Placement by cell class:
Fill, decap, tap and diode cells in grey.
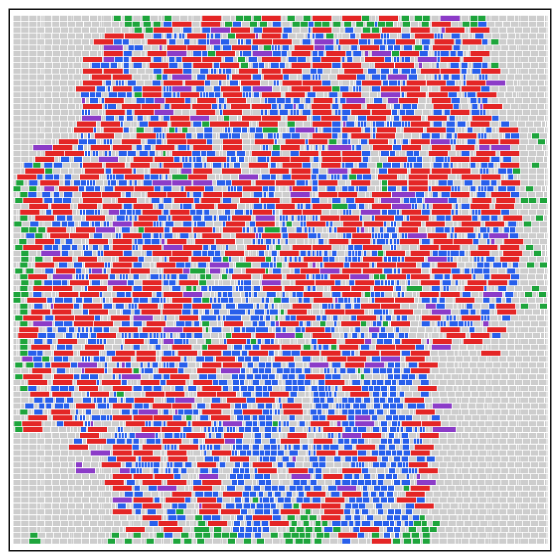
Nets reached from selected ports:
Bar = 100 um.
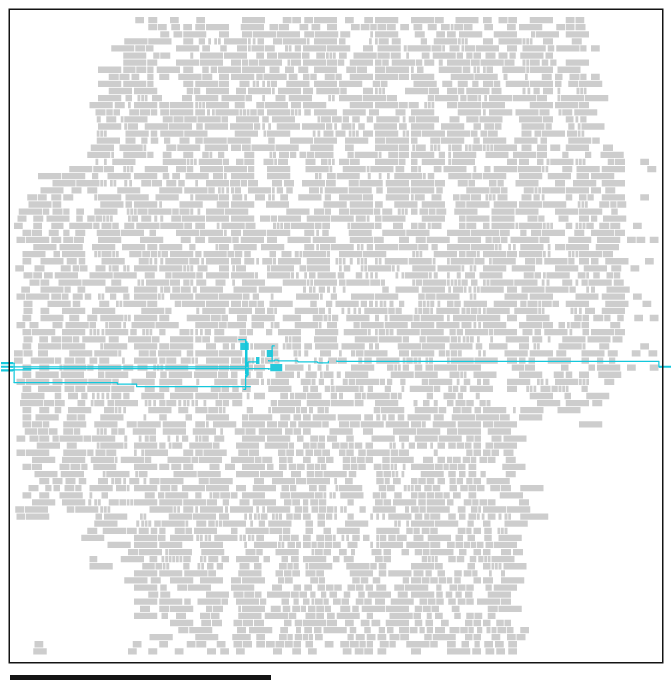
==> src/rtl/rs_age_select_pkg.sv <==
// Shared types and default sizing for the age-ordered reservation station.
package rs_age_select_pkg;

  localparam int RS_DEPTH     = 8;
  localparam int RS_NUM_CDB   = 2;
  localparam int RS_PREG_W    = 6;
  localparam int RS_PAYLOAD_W = 64;

  typedef logic [RS_PREG_W-1:0] preg_t;

  typedef struct packed {
    logic                    valid;
    preg_t                   ps1;
    logic                    ps1_rdy;
    preg_t                   ps2;
    logic                    ps2_rdy;
    logic [RS_PAYLOAD_W-1:0] payload;
  } rs_entry_t;

endpackage

==> src/rtl/rs_age_select_age_matrix.sv <==
// DEPTH x DEPTH age matrix: older[i][j] means entry i was allocated before entry j.
module rs_age_select_age_matrix #(
  parameter int DEPTH = 8
) (
  input  logic             clk,
  input  logic             rst,
  input  logic [DEPTH-1:0] alloc,
  input  logic [DEPTH-1:0] req,
  output logic [DEPTH-1:0] grant
);

  logic [DEPTH-1:0] older [DEPTH];
  logic [DEPTH-1:0] blocked;

  // A newly allocated entry is younger than everything; bits of invalid entries are masked by req.
  always_ff @(posedge clk or negedge rst) begin
    if (!rst) begin
      for (int i = 0; i < DEPTH; i++) older[i] <= '0;
    end else begin
      for (int i = 0; i < DEPTH; i++) begin
        for (int j = 0; j < DEPTH; j++) begin
          if (alloc[i])      older[i][j] <= 1'b0;
          else if (alloc[j]) older[i][j] <= 1'b1;
        end
      end
    end
  end

  always_comb begin
    blocked = '0;
    grant   = '0;
    for (int i = 0; i < DEPTH; i++) begin
      for (int j = 0; j < DEPTH; j++) begin
        if (j != i && req[j] && older[j][i]) blocked[i] = 1'b1;
      end
      grant[i] = req[i] && !blocked[i];
    end
  end

endmodule

==> src/rtl/rs_age_select.sv <==
// Generic reservation station: CDB wakeup CAM, lowest-free allocation, oldest-ready issue.
module rs_age_select
  import rs_age_select_pkg::*;
#(
  parameter int DEPTH     = RS_DEPTH,
  parameter int NUM_CDB   = RS_NUM_CDB,
  parameter int PREG_W    = RS_PREG_W,
  parameter int PAYLOAD_W = RS_PAYLOAD_W
) (
  input  logic                             clk,
  input  logic                             rst,
  input  logic                             flush,
  input  logic                             disp_valid,
  output logic                             disp_ready,
  input  logic [PREG_W-1:0]                disp_ps1,
  input  logic [PREG_W-1:0]                disp_ps2,
  input  logic                             disp_ps1_rdy,
  input  logic                             disp_ps2_rdy,
  input  logic [PAYLOAD_W-1:0]             disp_payload,
  input  logic [NUM_CDB-1:0]               cdb_valid,
  input  logic [NUM_CDB-1:0][PREG_W-1:0]   cdb_pd,
  output logic                             iss_valid,
  input  logic                             iss_ready,
  output logic [PREG_W-1:0]                iss_ps1,
  output logic [PREG_W-1:0]                iss_ps2,
  output logic [PAYLOAD_W-1:0]             iss_payload,
  output logic [$clog2(DEPTH+1)-1:0]       free_count
);

  localparam int FC_W = $clog2(DEPTH+1);

  logic [DEPTH-1:0]     valid, ps1_rdy, ps2_rdy;
  logic [PREG_W-1:0]    ps1 [DEPTH];
  logic [PREG_W-1:0]    ps2 [DEPTH];
  logic [PAYLOAD_W-1:0] payload [DEPTH];

  logic [DEPTH-1:0] alloc_oh, alloc_en, cand, grant, clr;
  logic [DEPTH-1:0] wake1, wake2;
  logic             disp_hit1, disp_hit2, alloc_found;
  logic             disp_fire, iss_fire;
  logic [FC_W-1:0]  cnt;

  // Wakeup CAM for stored operands plus the dispatch-cycle bypass match.
  always_comb begin
    wake1     = '0;
    wake2     = '0;
    disp_hit1 = 1'b0;
    disp_hit2 = 1'b0;
    for (int p = 0; p < NUM_CDB; p++) begin
      if (cdb_valid[p] && cdb_pd[p] == disp_ps1) disp_hit1 = 1'b1;
      if (cdb_valid[p] && cdb_pd[p] == disp_ps2) disp_hit2 = 1'b1;
      for (int i = 0; i < DEPTH; i++) begin
        if (cdb_valid[p] && cdb_pd[p] == ps1[i]) wake1[i] = 1'b1;
        if (cdb_valid[p] && cdb_pd[p] == ps2[i]) wake2[i] = 1'b1;
      end
    end
  end

  always_comb begin
    cnt         = '0;
    alloc_oh    = '0;
    alloc_found = 1'b0;
    for (int i = 0; i < DEPTH; i++) begin
      cnt = cnt + {{(FC_W-1){1'b0}}, ~valid[i]};
      if (!valid[i] && !alloc_found) begin
        alloc_oh[i] = 1'b1;
        alloc_found = 1'b1;
      end
    end
  end

  // Both ports transfer only on valid && ready in the same cycle; valid never depends on ready.
  assign free_count = cnt;
  assign disp_ready = rst && (cnt != '0) && !flush;
  assign disp_fire  = disp_valid && disp_ready;
  assign alloc_en   = alloc_oh & {DEPTH{disp_fire}};

  assign cand      = valid & ps1_rdy & ps2_rdy;
  assign iss_valid = (|cand) && !flush;
  assign iss_fire  = iss_valid && iss_ready;
  assign clr       = grant & {DEPTH{iss_fire}};

  rs_age_select_age_matrix #(.DEPTH(DEPTH)) u_age (
    .clk   (clk),
    .rst   (rst),
    .alloc (alloc_en),
    .req   (cand),
    .grant (grant)
  );

  always_comb begin
    iss_ps1     = '0;
    iss_ps2     = '0;
    iss_payload = '0;
    for (int i = 0; i < DEPTH; i++) begin
      if (grant[i] && iss_valid) begin
        iss_ps1     = iss_ps1 | ps1[i];
        iss_ps2     = iss_ps2 | ps2[i];
        iss_payload = iss_payload | payload[i];
      end
    end
  end

  always_ff @(posedge clk or negedge rst) begin
    if (!rst) begin
      valid   <= '0;
      ps1_rdy <= '0;
      ps2_rdy <= '0;
      for (int i = 0; i < DEPTH; i++) begin
        ps1[i]     <= '0;
        ps2[i]     <= '0;
        payload[i] <= '0;
      end
    end else begin
      for (int i = 0; i < DEPTH; i++) begin
        if (flush) begin
          valid[i] <= 1'b0;
        end else if (alloc_en[i]) begin
          valid[i]   <= 1'b1;
          ps1[i]     <= disp_ps1;
          ps2[i]     <= disp_ps2;
          ps1_rdy[i] <= disp_ps1_rdy || disp_hit1;
          ps2_rdy[i] <= disp_ps2_rdy || disp_hit2;
          payload[i] <= disp_payload;
        end else begin
          if (clr[i])   valid[i]   <= 1'b0;
          if (wake1[i]) ps1_rdy[i] <= 1'b1;
          if (wake2[i]) ps2_rdy[i] <= 1'b1;
        end
      end
    end
  end

endmodule

==> config.mk <==
export PLATFORM = sky130hd
export DESIGN_NAME = rs_age_select
export DESIGN_NICKNAME = d
export VERILOG_FILES = /design/src/rtl/rs_age_select_pkg.sv /design/src/rtl/rs_age_select_age_matrix.sv /design/src/rtl/rs_age_select.sv
export SDC_FILE = /design/constraint.sdc
export NUM_CORES = 1
export LEC_CHECK = 0
export CAP_MARGIN = 20
export CORE_UTILIZATION = 52
export CTS_CLUSTER_DIAMETER = 200
export DETAILED_ROUTE_END_ITERATION = 8
export HOLD_SLACK_MARGIN = 0.12
export PLACE_DENSITY = 0.74
export RECOVER_POWER = 50
export SYNTH_ARGS = -nofsm -noshare
export SYNTH_HDL_FRONTEND = slang
export SYNTH_SLANG_ARGS = --single-unit
==> constraint.sdc <==
create_clock -name clk -period 6.2 [get_ports clk]
set_input_delay 0.62 -clock clk [delete_from_list [all_inputs] [get_ports clk]]
set_output_delay 0.62 -clock clk [all_outputs]
set_load 0.005 [all_outputs]
==> reports/metrics.yaml <==
die:
  core_um2: 60600
  nWellTaps: 782
critical_path:
  path_class: "reg2out"
  rr_startpoint: "valid[0]$_DFFE_PN0P_"
  path_delay_family: "simple AND/OR/NAND/NOR gates"
  critPathMaxStageDelay_ns: 1.38
  rr_endpoint: "payload[74]$_DFFE_PN0P_"
  crit_top_cell: "a22oi_1"
cts:
  cts.repair.resized: 0
  clk_latency_ns: 0.61
  cts_buffer_depth: 3
  cts-buffers-inserted: 73
  cts_tree: "yes"
  htree_levels: 3
  cts-root-buf: "clkbuf_16"
flow_run:
  max-cap-violations: 7
  warnings: 32
global_route:
  antenna_found_initial: 3
  grt_pass1_wl_um: 143000
  grt_max_degree: 185
  grt_use_total_pct: 29.3
  grtUsageMet2_pct: 47.7
timing:
  tightestPinTransition_ns: 2.60
  drv_slew: 436
  relSlewSlack_pct: -73.0
  hold_violations: 0
  final.period_utilization_pct: 91.1
worst_hold_path:
  hold_start: "payload[254]$_DFFE_PN0P_"
  holdPathStages: 2
synth:
  ys_area_um2: 32000
  compound_area_share_pct: 11.7
  ys_cells: 2747
  ys_sh_simple_pct: 8.49
  common_cells: "688 x dfrtp_1, 479 x nand2_1, 354 x mux2_2"
  topCellsByArea: "dfrtp_1 54%, mux2_2 12%, a22oi_1 7.7%"
  ys_warn_count: 0
  async_flop_share_pct: 100
  xor_share_pct: 5.94
  synthDistinctLibCells: 45
  top_area_share_pct: 53.8
  edf_count: 0
power_and_ir_drop:
  maxPowerGroup: "sequential cells"
  power_mw: 10.6
  p_seq_mw: 5.19
  seqPwrFrac_pct: 48.9
  p_sw_mw: 2.62
layout:
  final_cells: 3681
  syn_to_final_growth_pct: 14.7
  inv_count: 26
  sh_comb_area_pct: 37.2
  clock_area_share_pct: 6.55
  largest_register: "payload"
  nFillCells: 4663
  logic_gates: 1814
  n_all_buffers: 241
  diodes: 2
run_status:
  violations: "capacitance limit, slew limit"
  outcome: "finished, violations left"
drt:
  drc: 0
## Picture notes: 'placement by cell class'
Blue stands for all other logic, cells 1840. Red stands for flip-flops, cells 688. Purple stands for clock drivers and dummy loads, cells 128. Green stands for other buffers and delay cells, cells 241.
post-route cell area: 36700 um^2
row count: 90
flop share of the area: 46.9%
Util after Layout: 60.6%

## Picture notes: 'nets reached from selected ports'
Cyan stands for `free_count`, direction output, end cells 4, buffers 4, wire 498 um.
io pins: 179
Port Buffers: 178

